File: src/rtl/lo_source_gen.sv
// LO source for a Gilbert mixer switching quad: selects an internally divided LO or a
// synchronised external differential LO, with a quiet gap on every source change.
module lo_source_gen (
    input  logic       clk,
    input  logic       rst,
    input  logic       ext_lo_en,
    input  logic       ext_lo_p,
    input  logic       ext_lo_n,
    input  logic [2:0] int_lo_settings,
    output logic       lo_p,
    output logic       lo_n,
    output logic       lo_active,
    output logic       src_ext
);

    localparam logic [1:0] ST_IDLE = 2'd0;
    localparam logic [1:0] ST_GAP  = 2'd1;
    localparam logic [1:0] ST_INT  = 2'd2;
    localparam logic [1:0] ST_EXT  = 2'd3;

    localparam int SYNC_W = 6;

    // Settings bits are synchronised independently; a change that straddles an edge
    // can present a transient code, which the FSM treats like any other request change.
    logic [SYNC_W-1:0] sync_in;
    logic [SYNC_W-1:0] sync_s;

    assign sync_in = {int_lo_settings, ext_lo_n, ext_lo_p, ext_lo_en};

    generate
        for (genvar gi = 0; gi < SYNC_W; gi++) begin : g_sync
            logic meta_reg;
            logic sync_reg;
            always_ff @(posedge clk) begin
                if (rst) begin
                    meta_reg <= 1'b0;
                    sync_reg <= 1'b0;
                end else begin
                    meta_reg <= sync_in[gi];
                    sync_reg <= meta_reg;
                end
            end
            assign sync_s[gi] = sync_reg;
        end
    endgenerate

    logic       ext_lo_en_s;
    logic       ext_lo_p_s;
    logic       ext_lo_n_s;
    logic [2:0] int_lo_settings_s;

    assign ext_lo_en_s       = sync_s[0];
    assign ext_lo_p_s        = sync_s[1];
    assign ext_lo_n_s        = sync_s[2];
    assign int_lo_settings_s = sync_s[5:3];

    function automatic logic [6:0] half_period(input logic [2:0] s);
        return 7'd1 << (s - 3'd1);
    endfunction

    logic [1:0] state_reg,     state_next;
    logic [1:0] gap_cnt_reg,   gap_cnt_next;
    logic [1:0] gap_req_reg,   gap_req_next;
    logic       phase_reg,     phase_next;
    logic [6:0] cnt_reg,       cnt_next;
    logic [2:0] s_lat_reg,     s_lat_next;
    logic [7:0] wd_reg,        wd_next;
    logic       ext_p_prev_reg;
    logic       lo_p_reg,      lo_p_next;
    logic       lo_n_reg,      lo_n_next;
    logic       lo_active_reg, lo_active_next;
    logic       src_ext_reg;

    logic [1:0] req_mode;
    logic       ext_p_edge;
    logic [7:0] wd_inc;
    logic       int_dead;

    always_comb begin
        if (ext_lo_en_s) begin
            req_mode = ST_EXT;
        end else if (int_lo_settings_s != 3'd0) begin
            req_mode = ST_INT;
        end else begin
            req_mode = ST_IDLE;
        end
    end

    assign ext_p_edge = ext_lo_p_s ^ ext_p_prev_reg;
    assign wd_inc     = (wd_reg == 8'hFF) ? 8'hFF : wd_reg + 8'd1;

    always_comb begin
        state_next   = state_reg;
        gap_cnt_next = gap_cnt_reg;
        gap_req_next = gap_req_reg;
        phase_next   = phase_reg;
        cnt_next     = cnt_reg;
        s_lat_next   = s_lat_reg;
        wd_next      = wd_reg;

        case (state_reg)
            ST_GAP: begin
                if (req_mode != gap_req_reg) begin
                    gap_cnt_next = 2'd0;
                    gap_req_next = req_mode;
                end else if (gap_cnt_reg == 2'd3) begin
                    state_next   = req_mode;
                    gap_cnt_next = 2'd0;
                    if (req_mode == ST_INT) begin
                        phase_next = 1'b1;
                        s_lat_next = int_lo_settings_s;
                        cnt_next   = half_period(int_lo_settings_s) - 7'd1;
                    end
                    if (req_mode == ST_EXT) begin
                        wd_next = 8'd0;
                    end
                end else begin
                    gap_cnt_next = gap_cnt_reg + 2'd1;
                end
            end

            ST_INT: begin
                if (req_mode != ST_INT) begin
                    state_next   = ST_GAP;
                    gap_cnt_next = 2'd0;
                    gap_req_next = req_mode;
                    phase_next   = 1'b0;
                    cnt_next     = 7'd0;
                end else if (cnt_reg == 7'd0) begin
                    // Phase boundary: a new non-zero code takes effect here without a gap.
                    phase_next = ~phase_reg;
                    s_lat_next = int_lo_settings_s;
                    cnt_next   = half_period(int_lo_settings_s) - 7'd1;
                end else begin
                    cnt_next = cnt_reg - 7'd1;
                end
            end

            ST_EXT: begin
                if (req_mode != ST_EXT) begin
                    state_next   = ST_GAP;
                    gap_cnt_next = 2'd0;
                    gap_req_next = req_mode;
                    wd_next      = 8'd0;
                end else if (ext_p_edge) begin
                    wd_next = 8'd0;
                end else begin
                    wd_next = wd_inc;
                end
            end

            default: begin
                if (req_mode != ST_IDLE) begin
                    state_next   = ST_GAP;
                    gap_cnt_next = 2'd0;
                    gap_req_next = req_mode;
                end
            end
        endcase
    end

    // Outputs are registered from the next-state values so they line up with the state.
    always_comb begin
        lo_p_next      = 1'b0;
        lo_n_next      = 1'b0;
        lo_active_next = 1'b0;
        int_dead       = (s_lat_next != 3'd1) &&
                         (cnt_next == half_period(s_lat_next) - 7'd1);

        case (state_next)
            ST_INT: begin
                lo_active_next = 1'b1;
                lo_p_next      = phase_next & ~int_dead;
                lo_n_next      = ~phase_next & ~int_dead;
            end
            ST_EXT: begin
                if (wd_next != 8'hFF) begin
                    lo_active_next = 1'b1;
                    lo_p_next      = ext_lo_p_s & ~ext_lo_n_s;
                    lo_n_next      = ext_lo_n_s & ~ext_lo_p_s;
                end
            end
            default: begin
                lo_active_next = 1'b0;
            end
        endcase
    end

    always_ff @(posedge clk) begin
        if (rst) begin
            state_reg      <= ST_IDLE;
            gap_cnt_reg    <= 2'd0;
            gap_req_reg    <= ST_IDLE;
            phase_reg      <= 1'b0;
            cnt_reg        <= 7'd0;
            s_lat_reg      <= 3'd0;
            wd_reg         <= 8'd0;
            ext_p_prev_reg <= 1'b0;
            lo_p_reg       <= 1'b0;
            lo_n_reg       <= 1'b0;
            lo_active_reg  <= 1'b0;
            src_ext_reg    <= 1'b0;
        end else begin
            state_reg      <= state_next;
            gap_cnt_reg    <= gap_cnt_next;
            gap_req_reg    <= gap_req_next;
            phase_reg      <= phase_next;
            cnt_reg        <= cnt_next;
            s_lat_reg      <= s_lat_next;
            wd_reg         <= wd_next;
            ext_p_prev_reg <= ext_lo_p_s;
            lo_p_reg       <= lo_p_next;
            lo_n_reg       <= lo_n_next;
            lo_active_reg  <= lo_active_next;
            src_ext_reg    <= (state_next == ST_EXT);
        end
    end

    assign lo_p      = lo_p_reg;
    assign lo_n      = lo_n_reg;
    assign lo_active = lo_active_reg;
    assign src_ext   = src_ext_reg;

endmodule
File: config.mk
export PLATFORM = sky130hd
export DESIGN_NAME = lo_source_gen
export DESIGN_NICKNAME = d
export VERILOG_FILES = /design/src/rtl/lo_source_gen.sv
export SDC_FILE = /design/constraint.sdc
export NUM_CORES = 1
export LEC_CHECK = 0
export CORE_ASPECT_RATIO = 1.25
export CORE_MARGIN = 2
export CORE_UTILIZATION = 56
export CTS_BUF_LIST = sky130_fd_sc_hd__clkbuf_8
export CTS_CLUSTER_DIAMETER = 30
export CTS_CLUSTER_SIZE = 24
export DETAILED_ROUTE_END_ITERATION = 8
export PLACE_DENSITY = 0.78
export SKIP_CTS_REPAIR_TIMING = 1
export SLEW_MARGIN = 20
export SYNTH_ARGS = -nofsm -noshare
export SYNTH_HDL_FRONTEND = slang
export SYNTH_SLANG_ARGS = --single-unit
File: constraint.sdc
create_clock -name clk -period 3.8 [get_ports clk]
set_clock_uncertainty 0.2 [all_clocks]
set_input_delay 0.95 -clock clk [delete_from_list [all_inputs] [get_ports clk]]
set_output_delay 0.95 -clock clk [all_outputs]
set_load 0.01 [all_outputs]
### The clock network, run 1

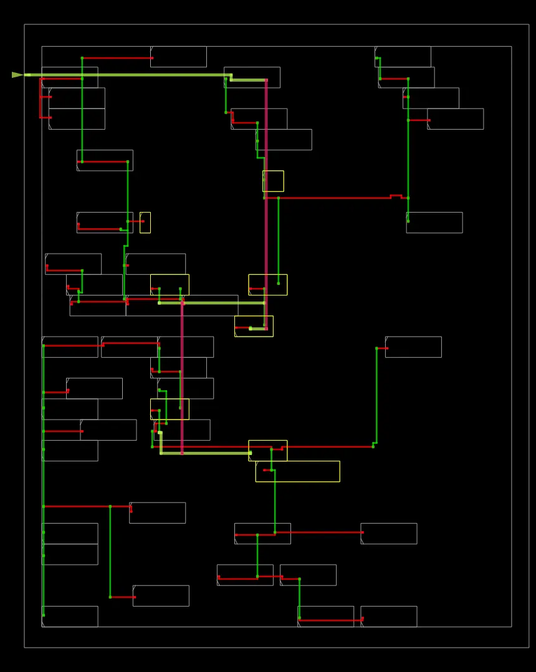
Num Clock Sinks: 42
TritonCTS buffer count: 5
clock insertion delay at the later pin of the skew report: 0.29 ns

### Clock network drawn from the DEF, run 1

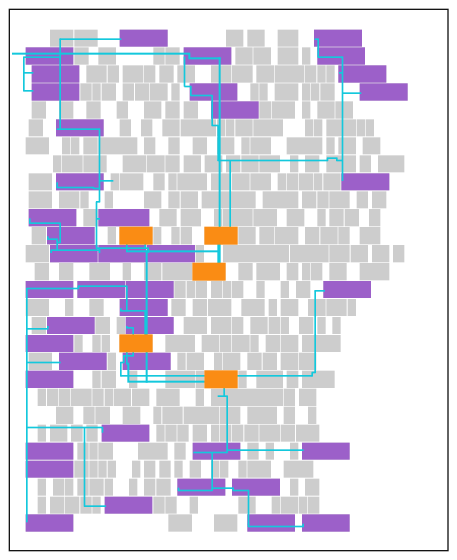
Key: clock wires = cyan [length 526 um]; flip-flops = purple [count 42]; cells driving clock nets = orange [count 5]
Position of the flops: spread over the die. There are 6 routed clock nets.

==> results.py, run 1 <==
# Synthesis and PnR figures
metrics = {
    "status": {
        "run_status": "completed",
    },
    "cells_and_area": {
        "num-nets-final": 385,
        "antenna_cells_inserted": 0,
        "fillCellCount": 401,
    },
    "timing": {
        "max-slew-margin-rel_pct": 49.4,
        "setup_tns_ns": 0,
        "period_used_pct": 95.3,
        "timing_worst_slew_pin_value_ns": 0.759,
    },
    "synthesis": {
        "ys_sh_simple_pct": 29.8,
        "yosysWarnings": 0,
        "synth.yosys.num_cells": 342,
        "synth_seq_share_pct": 31.0,
    },
    "hold_path": {
        "worstHoldEndpoint": "g_sync[5].sync_reg",
        "worstHoldStart": "g_sync[5].meta_reg",
    },
    "grt": {
        "grt_pass1_vias": 2479,
        "grt.overflow.total": 0,
        "antenna_found_initial": 0,
        "grt_pass1_wl_mm": 11.3,
    },
    "drt": {
        "drt_wl_total_mm": 6.74,
        "top_layer": "met4",
        "wirelength_met1_mm": 2.79,
        "wl_per_cell_um": 15.8,
    },
    "clock_tree": {
        "cts_tree": "built",
        "htree_levels": 2,
        "clkTransAtPathRegs_ns": 0.08,
    },
    "critical_path": {
        "crit_path_max_fanout": 4,
        "worstPathCellList": "inv_1, ha_1, or4b_4, o21ai_4, nand3_2, a22o_1, nor2_2, nand2_1, ha_1, xor2_1, nor2_1, nand3_1, o41ai_2, o32ai_1",
        "crit_required_ns": 3.76,
        "endpoint": "lo_n",
        "cpMostUsedCell": "ha_1",
        "timing.setup.critical_path_class": "reg -> reg",
    },
    "floorplanning": {
        "chip_area_um2": 5420,
    },
}
### Register map, names as in the netlist, run 1

Bar = 20 um. Other sequential cells in the stronger gray, the rest of the logic in the fainter gray.
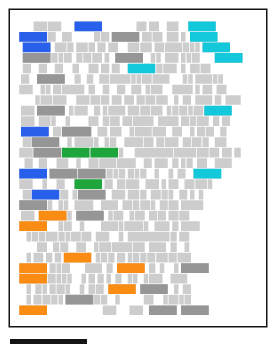
Key: s_lat_reg = green [placed flops 3]; cnt_reg = cyan [placed flops 7, where upper right]; wd_reg = orange [placed flops 8, where lower left]; g_sync.meta_reg = blue [placed flops 6]
Power Sequential: 0.000462 W
fraction of area in registers: 27.0%
core utilization of the finished layout: 66.5%

==> run 1: synth_stat cells (3+ instances only) <==
master	number	area, um^2
clkbuf_1	12	45.0
ha_1	12	150
nor2b_1	17	106
nand3_1	23	115
xnor2_1	5	43.8
inv_1	19	71.3
nand2_1	18	67.6
a21oi_1	15	75.1
or3_1	3	18.8
o22ai_1	5	31.3
a221oi_1	3	26.3
dfxtp_1	42	841
nor2_1	51	191
mux2i_1	4	40.0
nand4_1	5	31.3
nand2b_1	5	31.3
and3_1	5	31.3
nor3_1	8	40.0
o21ai_0	10	50.1
o31ai_1	5	37.5
a22oi_1	7	52.6
a31oi_1	3	18.8
a211oi_1	6	45.0
==> run 1: power breakdown <==
part	internal (W)	switching, W
clock network	0.000193	0.000156
logic	0.0000583	0.0000816
registers	0.000450	0.0000118
==> run 1: routing by layer <==
layer	track usage [%]	up-vias
met5	0	-
met4	11.0	0
met3	4.38	22
met2	45.1	117
met1	32.9	1266
li1	-	1293
==> run 1: final cells by class <==
| type | count | area (um^2) | area share (%) |
|---|---|---|---|
| multi-input cells | 263 | 1740 | 55.8 |
| flip-flops and latches | 42 | 842 | 27.0 |
| repair buffers | 34 | 283 | 9.06 |
| well taps | 60 | 75.1 | 2.40 |
| inverters | 19 | 71.3 | 2.28 |
| clock buffers | 5 | 68.8 | 2.20 |
| clock inverters | 3 | 41.3 | 1.32 |
==> run 1: stage by stage <==
step	setup WS, ns	cells	cell area (um^2)
finish	0.177	426	3120
global route	-0.00855	426	3120
CTS	-0.0804	426	3090
detailed placement	-0.0733	418	2980
global placement	0.203	418	2980
floorplan	0.0288	342	2710
### Cell sizes after repair, run 1

Bar = 20 um.
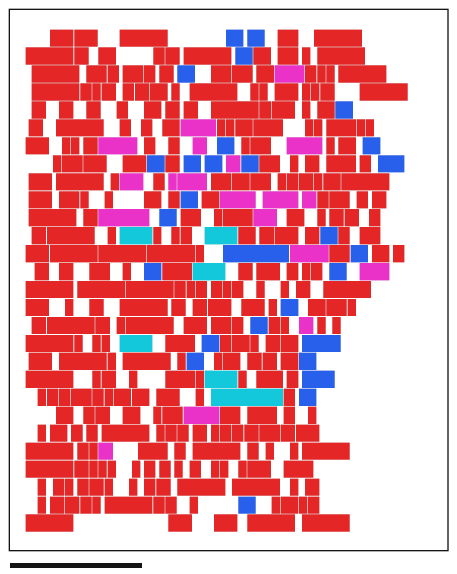

==> inputs of run 2 (changes only) <==
- CORE_MARGIN: 2 -> not set
### Cell sizes after repair, run 2

Bar = 20 um.
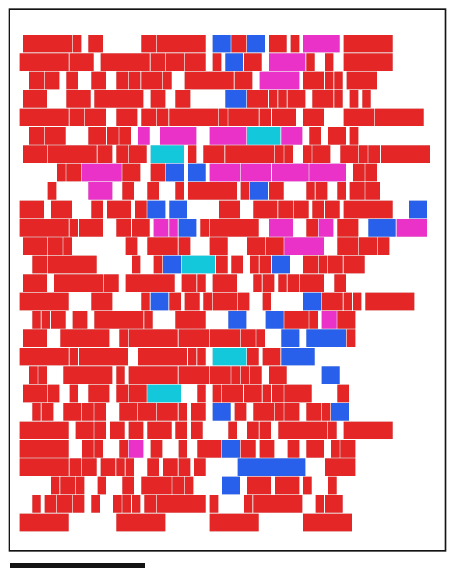
Key: drive 6 and up = cyan [cells 5, share 1.4%]; drive 3 to 4 = blue [cells 27, share 7.4%]; drive 2 = magenta [cells 21, share 5.8%]; drive 1 or less = red [cells 311, share 85%]

### Clock network drawn from the DEF, run 2

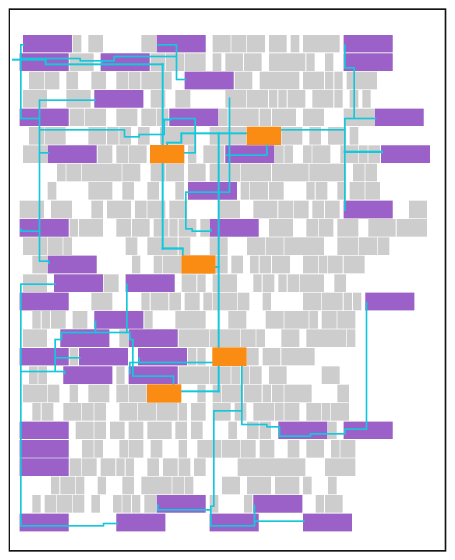
Key: cells driving clock nets = orange [count 5]; clock wires = cyan [length 556 um]; flip-flops = purple [count 42]
Position of the flops: spread over the die.

==> run 2 against run 1 <==
Effect of this change:
- maximum frequency rose by 0.46%
- hold slack improved by 0.0083 ns
- clock power decreased by 15%
- synthesized cell count is the same
- combinational power about the same
- flip-flop count did not move
- worst setup slack gained 0.016 ns
- sequential power about the same
- area after synthesis unchanged
- non-clock buffer count shrank 2
==> results.py, run 2 <==
# Synthesis and PnR figures
metrics = {
    "grt": {
        "grt.overflow.total": 0,
        "grt_pass1_wl_mm": 10.7,
        "globalRouteMet3Util_pct": 4.00,
        "grt_util_met1_pct": 32.4,
        "antenna_found_initial": 0,
        "busiest_layer": "met2",
        "grt_use_met2_pct": 46.6,
    },
    "cells_and_area": {
        "layout.core_utilization_pct": 68.4,
        "stdcell_area_um2": 3100,
        "antenna_cells_inserted": 0,
        "num-nets-final": 383,
        "fillCellCount": 379,
    },
    "power_and_ir_drop": {
        "power.share.clock_pct": 33.2,
        "switching_share_pct": 29.1,
        "p_switching_w": 0.000262,
        "int_power_w": 0.000638,
    },
    "critical_path": {
        "crit_path_max_fanout": 4,
        "crit_required_ns": 3.78,
        "timing.setup.critical_path_class": "reg -> reg",
        "endpoint": "lo_p",
    },
    "synthesis": {
        "netlist.top_cell.by_instances": "nor2_1",
        "synth_seq_share_pct": 31.0,
        "synthDominantCellAreaShare_pct": 31.0,
        "topCellsByArea": "dfxtp_1 (31%), nor2_1 (7.1%), ha_1 (5.5%), nand3_1 (4.2%), nor2b_1 (3.9%)",
        "synth.yosys.num_cells": 342,
    },
    "clock_tree": {
        "cts-buffers-inserted": 5,
        "clock_insertion_delay_worst_skew_ns": 0.30,
        "htree_levels": 2,
        "num_clock_sinks": 42,
        "clkTransAtPathRegs_ns": 0.09,
        "cts_tree": "built",
    },
    "timing": {
        "setup_tns_ns": 0,
        "setup_slack_ns": 0.193,
        "timing_worst_slew_pin_value_ns": 0.723,
        "max-slew-margin-rel_pct": 51.5,
        "period_used_pct": 94.9,
    },
    "placed_design": {
        "placedInstanceArea_um2": 2970,
        "dp_cells": 414,
    },
    "drt": {
        "top_layer": "met4",
        "wl_per_cell_um": 15.3,
        "wirelength_met1_mm": 2.82,
    },
    "floorplanning": {
        "initial_utilization_pct": 59.9,
        "chip_area_um2": 5120,
    },
    "status": {
        "run_status": "completed",
    },
}
### Placed cells, one color a class, run 2

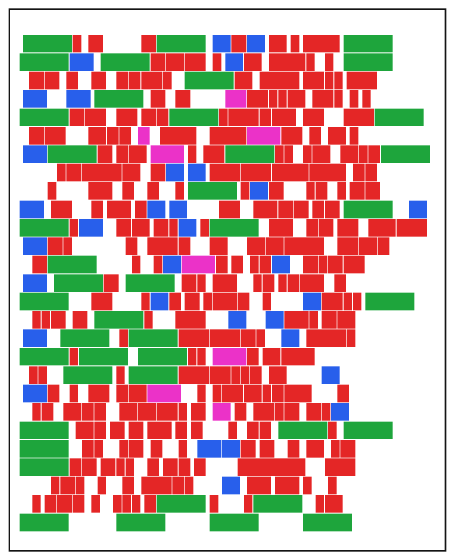
Key: flip-flops = green [cells 42, share of their area 28%]; all other logic = red [cells 282, share of their area 60%]; other buffers and delay cells = blue [cells 32, share of their area 8.9%]; clock drivers and dummy loads = magenta [cells 8, share of their area 3.0%]

-- run 2: worst max-delay path: stages (launching register included) --
cell and delay [ns]:
dfxtp_1 0.37, inv_1 0.07, ha_1 0.24, or4b_4 0.52
o21ai_4 0.19, nand3_2 0.14, a22o_1 0.29, nor2_2 0.11
nand2_1 0.07, ha_1 0.33, xor2_1 0.16, nor2_1 0.14
nand3_1 0.11, o41ai_2 0.42, o32ai_1 0.12
-- run 2: final cells by class --
type	count	area, um^2	share of cell area [%]
clock buffers	5	68.8	2.22
multi-input cells	263	1750	56.6
clock inverters	3	21.3	0.687
repair buffers	32	268	8.65
inverters	19	71.3	2.30
flip-flops and latches	42	841	27.2
well taps	58	72.6	2.34
-- run 2: logic make-up after synthesis --
group / synth area share [%]
and+or+nand+nor: 29.8
AOI/OAI and AO/OA: 23.4
DFF: 31.0
buffers and inverters: 5.77
adders and majority gates: 5.54
xor gates and xnor gates: 2.95
muxes: 1.48
-- run 2: worst min-delay path by stage --
stage,from,to,slack (ns),cells after the start
after floorplan,g_sync[0].meta_reg,ext_lo_en_s,0.21,1
after global routing,g_sync[4].meta_reg,g_sync[4].sync_reg,0.27,1
final,g_sync[4].meta_reg,g_sync[4].sync_reg,0.25,1
after CTS,g_sync[4].meta_reg,g_sync[4].sync_reg,0.25,1
after detailed placement,g_sync[4].meta_reg,g_sync[4].sync_reg,0.23,1
after global placement,g_sync[0].meta_reg,ext_lo_en_s,0.22,1
-- run 2: power by group through the flow --
stage / combinational (W) / clock, W / sequential [W]
floorplan: 0.0000950 / 0 / 0.000468
global placement: 0.000131 / 0 / 0.000471
detailed placement: 0.000133 / 0 / 0.000471
CTS: 0.000135 / 0.000304 / 0.000461
global route: 0.000154 / 0.000316 / 0.000463
finish: 0.000140 / 0.000299 / 0.000461
Power and IR drop assume default switching activity.
